`src/rtl/fifo_burst_rd_arbiter.sv`:
```
// Round-robin burst read scheduler: picks one eligible FIFO at a time, offers a
// burst to the SDRAM side and, once accepted, drives that FIFO's rdreq for
// exactly burst_words cycles.
module fifo_burst_rd_arbiter #(
   parameter int unsigned N_CH      = 2,
   parameter int unsigned USEDW_W   = 10,
   parameter int unsigned BURST_LEN = 512,
   parameter int unsigned CH_W      = 1,
   parameter int unsigned LEN_W     = 10
) (
   input  logic                      clk,
   input  logic                      rst_n,
   input  logic [N_CH*USEDW_W-1:0]   usedw,
   input  logic [N_CH-1:0]           flush,
   input  logic                      sdram_rx_rdy,
   output logic                      fifo_tx_rdy,
   output logic [CH_W-1:0]           ch_sel,
   output logic [LEN_W-1:0]          burst_words,
   output logic [N_CH-1:0]           rdreq,
   output logic                      busy,
   output logic                      burst_done
);

   localparam logic [USEDW_W-1:0] BurstLenU = USEDW_W'(BURST_LEN);
   localparam logic [LEN_W-1:0]   BurstLenL = LEN_W'(BURST_LEN);

   typedef enum logic [1:0] {StIdle, StOffer, StRead} state_e;

   state_e            state_q, state_d;
   logic [CH_W-1:0]   rr_q, rr_d;
   logic [CH_W-1:0]   ch_sel_q, ch_sel_d;
   logic [LEN_W-1:0]  len_q, len_d;
   logic [LEN_W-1:0]  cnt_q, cnt_d;
   logic [N_CH-1:0]   rdreq_q, rdreq_d;
   logic              tx_q, tx_d;
   logic              busy_q, busy_d;
   logic              done_q, done_d;

   logic              grant_vld;
   logic [CH_W-1:0]   grant_ch;
   logic [LEN_W-1:0]  grant_len;

   // Scan channels from rr upward (wrapping); first eligible one wins.
   always_comb begin
      grant_vld = 1'b0;
      grant_ch  = '0;
      grant_len = '0;
      for (int unsigned i = 0; i < N_CH; i++) begin
         int unsigned        idx;
         logic [USEDW_W-1:0] uw;
         logic               full, part;
         idx  = (int'(rr_q) + i) % N_CH;
         uw   = usedw[idx*USEDW_W +: USEDW_W];
         full = (uw >= BurstLenU);
         part = flush[idx] && (uw != '0);
         if (!grant_vld && (full || part)) begin
            grant_vld = 1'b1;
            grant_ch  = CH_W'(idx);
            grant_len = full ? BurstLenL : LEN_W'(uw);
         end
      end
   end

   // Next-state and registered-output logic for the IDLE/OFFER/READ FSM.
   always_comb begin
      state_d  = state_q;
      rr_d     = rr_q;
      ch_sel_d = ch_sel_q;
      len_d    = len_q;
      cnt_d    = cnt_q;
      rdreq_d  = rdreq_q;
      tx_d     = tx_q;
      busy_d   = busy_q;
      done_d   = 1'b0;
      unique case (state_q)
         StIdle: begin
            if (grant_vld) begin
               ch_sel_d = grant_ch;
               len_d    = grant_len;
               tx_d     = 1'b1;
               busy_d   = 1'b1;
               state_d  = StOffer;
            end
         end
         StOffer: begin
            // ch_sel/len stay frozen here regardless of usedw or flush changes
            if (sdram_rx_rdy) begin
               tx_d  = 1'b0;
               cnt_d = LEN_W'(1);
               for (int unsigned k = 0; k < N_CH; k++) begin
                  rdreq_d[k] = (CH_W'(k) == ch_sel_q);
               end
               state_d = StRead;
            end
         end
         StRead: begin
            if (cnt_q == len_q) begin
               rdreq_d  = '0;
               done_d   = 1'b1;
               busy_d   = 1'b0;
               rr_d     = CH_W'((int'(ch_sel_q) + 1) % N_CH);
               ch_sel_d = '0;
               len_d    = '0;
               cnt_d    = '0;
               state_d  = StIdle;
            end else begin
               cnt_d = cnt_q + LEN_W'(1);
            end
         end
         default: begin
            state_d = StIdle;
            rdreq_d = '0;
            tx_d    = 1'b0;
            busy_d  = 1'b0;
         end
      endcase
   end

   // State and output registers; async reset drops everything, including rdreq.
   always_ff @(posedge clk or negedge rst_n) begin
      if (!rst_n) begin
         state_q  <= StIdle;
         rr_q     <= '0;
         ch_sel_q <= '0;
         len_q    <= '0;
         cnt_q    <= '0;
         rdreq_q  <= '0;
         tx_q     <= 1'b0;
         busy_q   <= 1'b0;
         done_q   <= 1'b0;
      end else begin
         state_q  <= state_d;
         rr_q     <= rr_d;
         ch_sel_q <= ch_sel_d;
         len_q    <= len_d;
         cnt_q    <= cnt_d;
         rdreq_q  <= rdreq_d;
         tx_q     <= tx_d;
         busy_q   <= busy_d;
         done_q   <= done_d;
      end
   end

   assign fifo_tx_rdy = tx_q;
   assign ch_sel      = ch_sel_q;
   assign burst_words = len_q;
   assign rdreq       = rdreq_q;
   assign busy        = busy_q;
   assign burst_done  = done_q;

endmodule

```
`config.mk`:
```
export PLATFORM = sky130hd
export DESIGN_NAME = fifo_burst_rd_arbiter
export DESIGN_NICKNAME = d
export VERILOG_FILES = /design/src/rtl/fifo_burst_rd_arbiter.sv
export SDC_FILE = /design/constraint.sdc
export NUM_CORES = 1
export LEC_CHECK = 0
export ABC_AREA = 1
export CAP_MARGIN = 0
export CORE_UTILIZATION = 52
export DETAILED_ROUTE_END_ITERATION = 10
export GPL_ROUTABILITY_DRIVEN = 1
export PLACE_DENSITY = 0.86
export RECOVER_POWER = 50
export SLEW_MARGIN = 20
export SYNTH_ARGS = -nofsm -noshare
export SYNTH_HDL_FRONTEND = slang
export SYNTH_SLANG_ARGS = --single-unit
```
`constraint.sdc`:
```
create_clock -name clk -period 2 [get_ports clk]
set_input_delay 0.4 -clock clk [delete_from_list [all_inputs] [get_ports clk]]
set_output_delay 0.4 -clock clk [all_outputs]
set_load 0.005 [all_outputs]
```
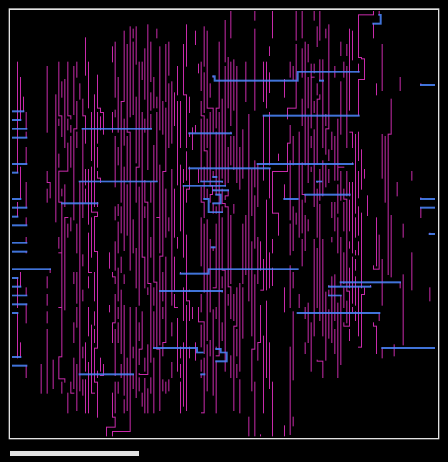
Figure 1: run 1, metal layers overlaid.
The bar under the picture is 20 um long. Only two layers are drawn.
metal 3 -> blue  # wire length 265 um
metal 2 -> magenta  # wire length 3120 um

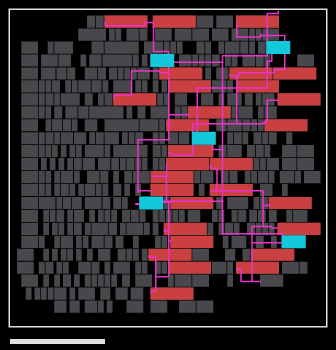
Figure 2: run 1, clock distribution.
The bar under the picture is 20 um long.
flip-flops -> red  # count 29
clock wires -> magenta  # length 418 um
clock drivers -> cyan  # count 5
routed clock nets = 6

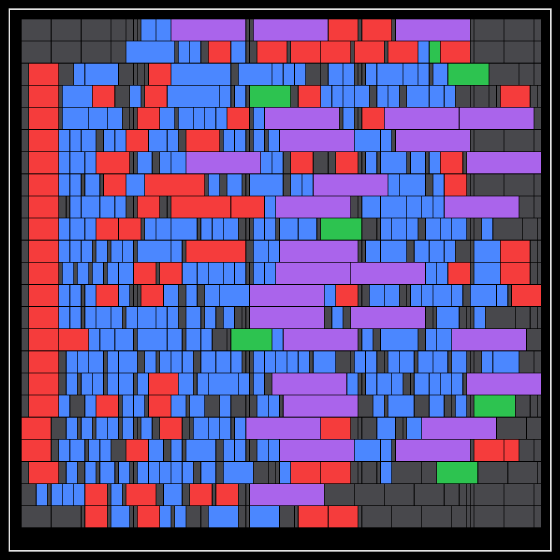
Figure 3: run 1, cell classes on the final placement.
Fill, decap, tap and diode cells in gray.
clock drivers and dummy loads -> green  # cells 7, share of their area 2.9%
combinational and other logic -> blue  # cells 295, share of their area 48%
other buffers and delay cells -> red  # cells 79, share of their area 25%
flops -> purple  # cells 29, share of their area 24%

==> qor.txt, run 1 <==
syn avg cell area = 6.51 um^2
top cell category = multi-input combinational cells
power consumed by sequential cells = 932 uW
Final clock-cell share = 2.83%
Yosys warning count = 0
Slowest cell on crit path = sky130_fd_sc_hd__dfrtp_2
Post-CTS Hold Fix Bufs = 0
total number of clock tree sinks = 29
number of cell instances after yosys synthesis = 331
flop share of the area = 23.8%
highest routed metal layer = met4
switching pwr = 1.69 mW
Top cells by area = sky130_fd_sc_hd__dfrtp_1 34%, sky130_fd_sc_hd__nand2_1 21%, sky130_fd_sc_hd__inv_1 8.4%, sky130_fd_sc_hd__nand3_1 7.7%, sky130_fd_sc_hd__o21ai_0 4.6%
fraction of power consumed by sequential logic = 24.3%
transition time of the tightest slew-check pin = 0.701 ns
power per standard cell area = 1260 mW/mm^2
most instantiated cells after synthesis = 119 x sky130_fd_sc_hd__nand2_1, 48 x sky130_fd_sc_hd__inv_1, 33 x sky130_fd_sc_hd__nand3_1, 29 x sky130_fd_sc_hd__dfrtp_1, 22 x sky130_fd_sc_hd__nor2_1
instance count on the critical path = 9
final setup slack of the worst path = 0.0185 ns
final standard cell count with taps included and fillers excluded = 460
setup repair after global routing missed its margin = yes
total CTS buffers = 5
startpoint of the most critical hold path = busy
TAP cells = 50
number of top-level pins = 41
sequential cell area in the final layout = 727 um^2
wire length of the first global-routing pass = 8750 um
Starting Density = 53.9%
failing checks = DRC
clock network power share = 12.9%
Pwr top = combinational cells
run status = finished with violations
OpenROAD warning count = 27
dominant cell type by count on the critical path = sky130_fd_sc_hd__buf_6
largest area contributor in the synthesized netlist = sky130_fd_sc_hd__dfrtp_1
number of cells on the worst hold path = 2
distinct cell type count after synthesis = 33
TritonCTS clock tree = yes
Final non-clock buffer share = 24.3%
multiplexer share of the synthesized area = 0.465%
aggregate global routing overflow = 0
most common logic cells in the final layout = 117 x sky130_fd_sc_hd__nand2_1, 47 x sky130_fd_sc_hd__inv_1, 39 x sky130_fd_sc_hd__clkdlybuf4s50_1
routed length on met1 = 2260 um
Mapped Area = 0.00215 mm^2
basic-gate share of the synthesized area counting and, or, nand and nor cells = 40.0%
height of the die = 66.4 um
remaining design rule violation count = 2
count of input and output buffers = 40
clk_skew = 0.0101 ns
met3 Track Usage GR = 6.21%
Figure 4. Register map, names as in the netlist (run 1).
The bar under the picture is 20 um long. Other sequential cells in the stronger gray, the rest of the logic in the fainter gray.
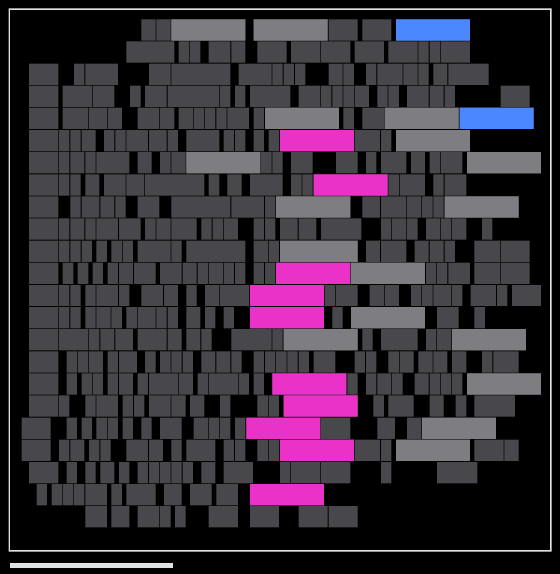

==> run 2, diff against run 1 <==
- PLACE_DENSITY: 0.86 -> default
- PLACE_DENSITY_LB_ADDON: default -> 0.2
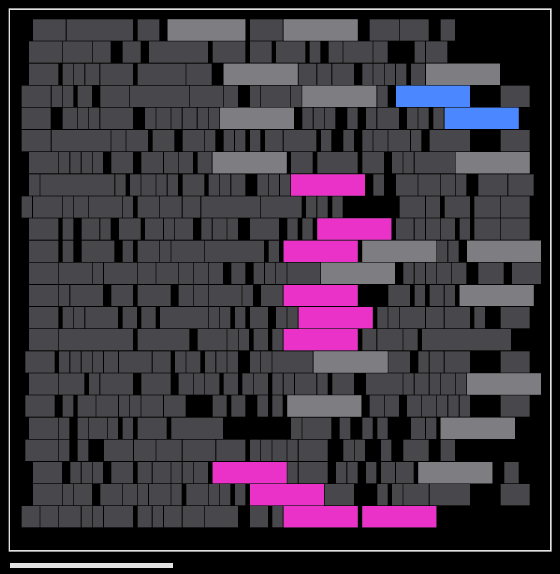
Figure 5: run 2, register map, names as in the netlist.
The bar under the picture is 20 um long. Other sequential cells in the stronger gray, the rest of the logic in the fainter gray.
rdreq -> blue  # placed flops 2
burst_words -> magenta  # placed flops 10
not colored = 17

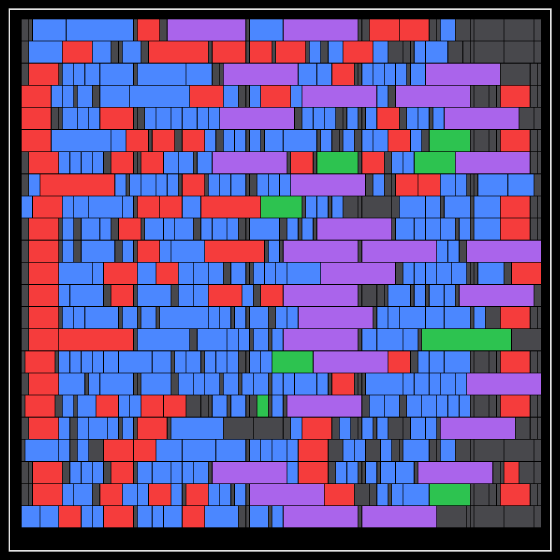
Figure 6: run 2, cell classes on the final placement.
Fill, decap, tap and diode cells in gray.
other buffers and delay cells -> red  # cells 85, share of their area 25%
flops -> purple  # cells 29, share of their area 22%
combinational and other logic -> blue  # cells 296, share of their area 49%
clock drivers and dummy loads -> green  # cells 8, share of their area 3.5%

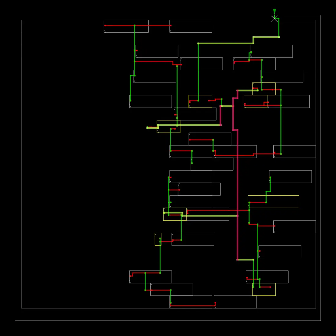
Figure 7: run 2, the clock network.
total number of clock tree sinks: 29
clk_skew: 0.00303 ns
clk latency late pin: 0.29 ns
clock buffer count: 7
clock network power: 636 uW

==> qor.txt, run 2 <==
Design Power = 4.46 mW (was 3.83 mW)
TAP cells = 50 (unchanged)
count of input and output buffers = 40 (unchanged)
startpoint of the most critical hold path = busy (unchanged)
met3 Track Usage GR = 5.00% (was 6.21%)
most common logic cells in the final layout = 97 x sky130_fd_sc_hd__nand2_1, 47 x sky130_fd_sc_hd__inv_1, 37 x sky130_fd_sc_hd__clkdlybuf4s50_1 (was 117 x sky130_fd_sc_hd__nand2_1, 47 x sky130_fd_sc_hd__inv_1, 39 x sky130_fd_sc_hd__clkdlybuf4s50_1)
Non-CTS buffers = 85 (was 79)
power consumed by sequential cells = 922 uW (was 932 uW)
power per standard cell area = 1330 mW/mm^2 (was 1260 mW/mm^2)
final setup slack of the worst path = -0.130 ns (was 0.0185 ns)
Starting Density = 53.9% (unchanged)
routed length on met1 = 2740 um (was 2260 um)
failing checks = DRC, setup timing (was DRC)
largest area contributor in the synthesized netlist = sky130_fd_sc_hd__dfrtp_1 (unchanged)
number of cell instances after yosys synthesis = 331 (unchanged)
Post-CTS Hold Fix Bufs = 0 (unchanged)
distinct cell type count after synthesis = 33 (unchanged)
Top cells by area = sky130_fd_sc_hd__dfrtp_1 34%, sky130_fd_sc_hd__nand2_1 21%, sky130_fd_sc_hd__inv_1 8.4%, sky130_fd_sc_hd__nand3_1 7.7%, sky130_fd_sc_hd__o21ai_0 4.6% (unchanged)
run status = finished with violations (unchanged)
syn avg cell area = 6.51 um^2 (unchanged)
top cell category = multi-input combinational cells (unchanged)
total CTS buffers = 5 (unchanged)
Pwr top = combinational cells (unchanged)
Mapped Area = 0.00215 mm^2 (unchanged)
multiplexer share of the synthesized area = 0.465% (unchanged)
instance count on the critical path = 14 (was 9)
switching pwr = 2.01 mW (was 1.69 mW)
wire length of the first global-routing pass = 8850 um (was 8750 um)
remaining design rule violation count = 2 (unchanged)
flop share of the area = 21.7% (was 23.8%)
Final Setup Violations = 8 (was 0)
TritonCTS clock tree = yes (unchanged)
OpenROAD warning count = 28 (was 27)
number of cells on the worst hold path = 2 (unchanged)
transition time of the tightest slew-check pin = 0.702 ns (was 0.701 ns)
height of the die = 66.4 um (unchanged)
basic-gate share of the synthesized area counting and, or, nand and nor cells = 40.0% (unchanged)
Yosys warning count = 0 (unchanged)
dominant cell type by count on the critical path = sky130_fd_sc_hd__nand2_2 (was sky130_fd_sc_hd__buf_6)
final standard cell count with taps included and fillers excluded = 468 (was 460)
setup repair after global routing missed its margin = yes (unchanged)
==> run 3, diff against run 2 <==
- CAP_MARGIN: 0 -> 20
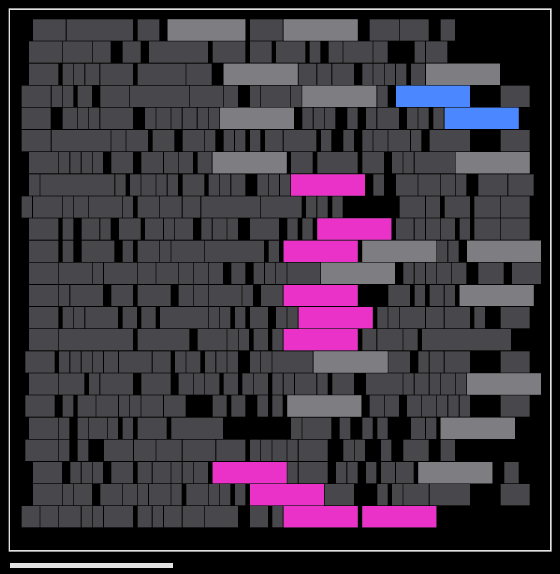
Figure 8: run 3, register map, names as in the netlist.
The bar under the picture is 20 um long. Other sequential cells in the stronger gray, the rest of the logic in the fainter gray.
rdreq -> blue  # placed flops 2
burst_words -> magenta  # placed flops 10
not colored = 17

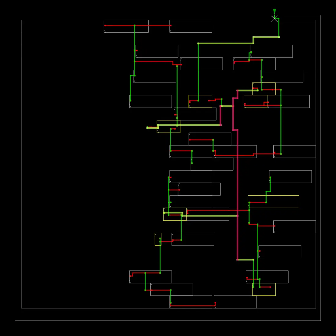
Figure 9: run 3, the clock network.
flip-flop and latch count: 29
total CTS buffers: 5

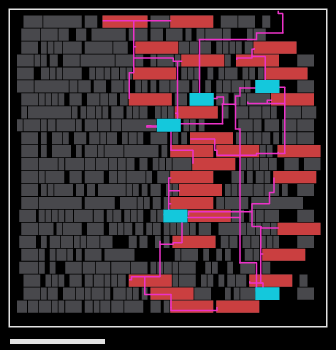
Figure 10: run 3, clock distribution.
The bar under the picture is 20 um long.
clock drivers -> cyan  # count 5
flip-flops -> red  # count 29
clock wires -> magenta  # length 394 um
routed clock nets = 6

==> qor.txt, run 3 <==
clock network power share = 14.2% (about the same)
clk_skew = 0.00303 ns (unchanged)
failing checks = DRC, setup timing (unchanged)
fraction of power consumed by sequential logic = 20.6% (about the same)
Final clock-cell share = 3.48% (unchanged)
top cell category = multi-input combinational cells (unchanged)
highest routed metal layer = met4 (unchanged)
basic-gate share of the synthesized area counting and, or, nand and nor cells = 40.0% (unchanged)
Final Setup Violations = 8 (unchanged)
TAP cells = 50 (unchanged)
startpoint of the most critical hold path = busy (unchanged)
syn avg cell area = 6.51 um^2 (unchanged)
sequential cell area in the final layout = 727 um^2 (unchanged)
clk latency late pin = 0.29 ns (about the same)
total number of clock tree sinks = 29 (unchanged)
clock buffer count = 7 (unchanged)
Starting Density = 53.9% (unchanged)
remaining design rule violation count = 2 (unchanged)
final setup slack of the worst path = -0.130 ns (unchanged)
Design Power = 4.46 mW (unchanged)
Pwr top = combinational cells (unchanged)
most common logic cells in the final layout = 97 x sky130_fd_sc_hd__nand2_1, 47 x sky130_fd_sc_hd__inv_1, 37 x sky130_fd_sc_hd__clkdlybuf4s50_1 (unchanged)
number of top-level pins = 41 (unchanged)
routed length on met1 = 2740 um (unchanged)
TritonCTS clock tree = yes (unchanged)
multiplexer share of the synthesized area = 0.465% (unchanged)
met3 Track Usage GR = 5.00% (unchanged)
run status = finished with violations (unchanged)
dominant cell type by count on the critical path = sky130_fd_sc_hd__nand2_2 (unchanged)
Non-CTS buffers = 85 (unchanged)
final standard cell count with taps included and fillers excluded = 468 (unchanged)
Slowest cell on crit path = sky130_fd_sc_hd__dfrtp_2 (unchanged)
Power figures rest on the tool's default switching activity, not on a simulated workload.
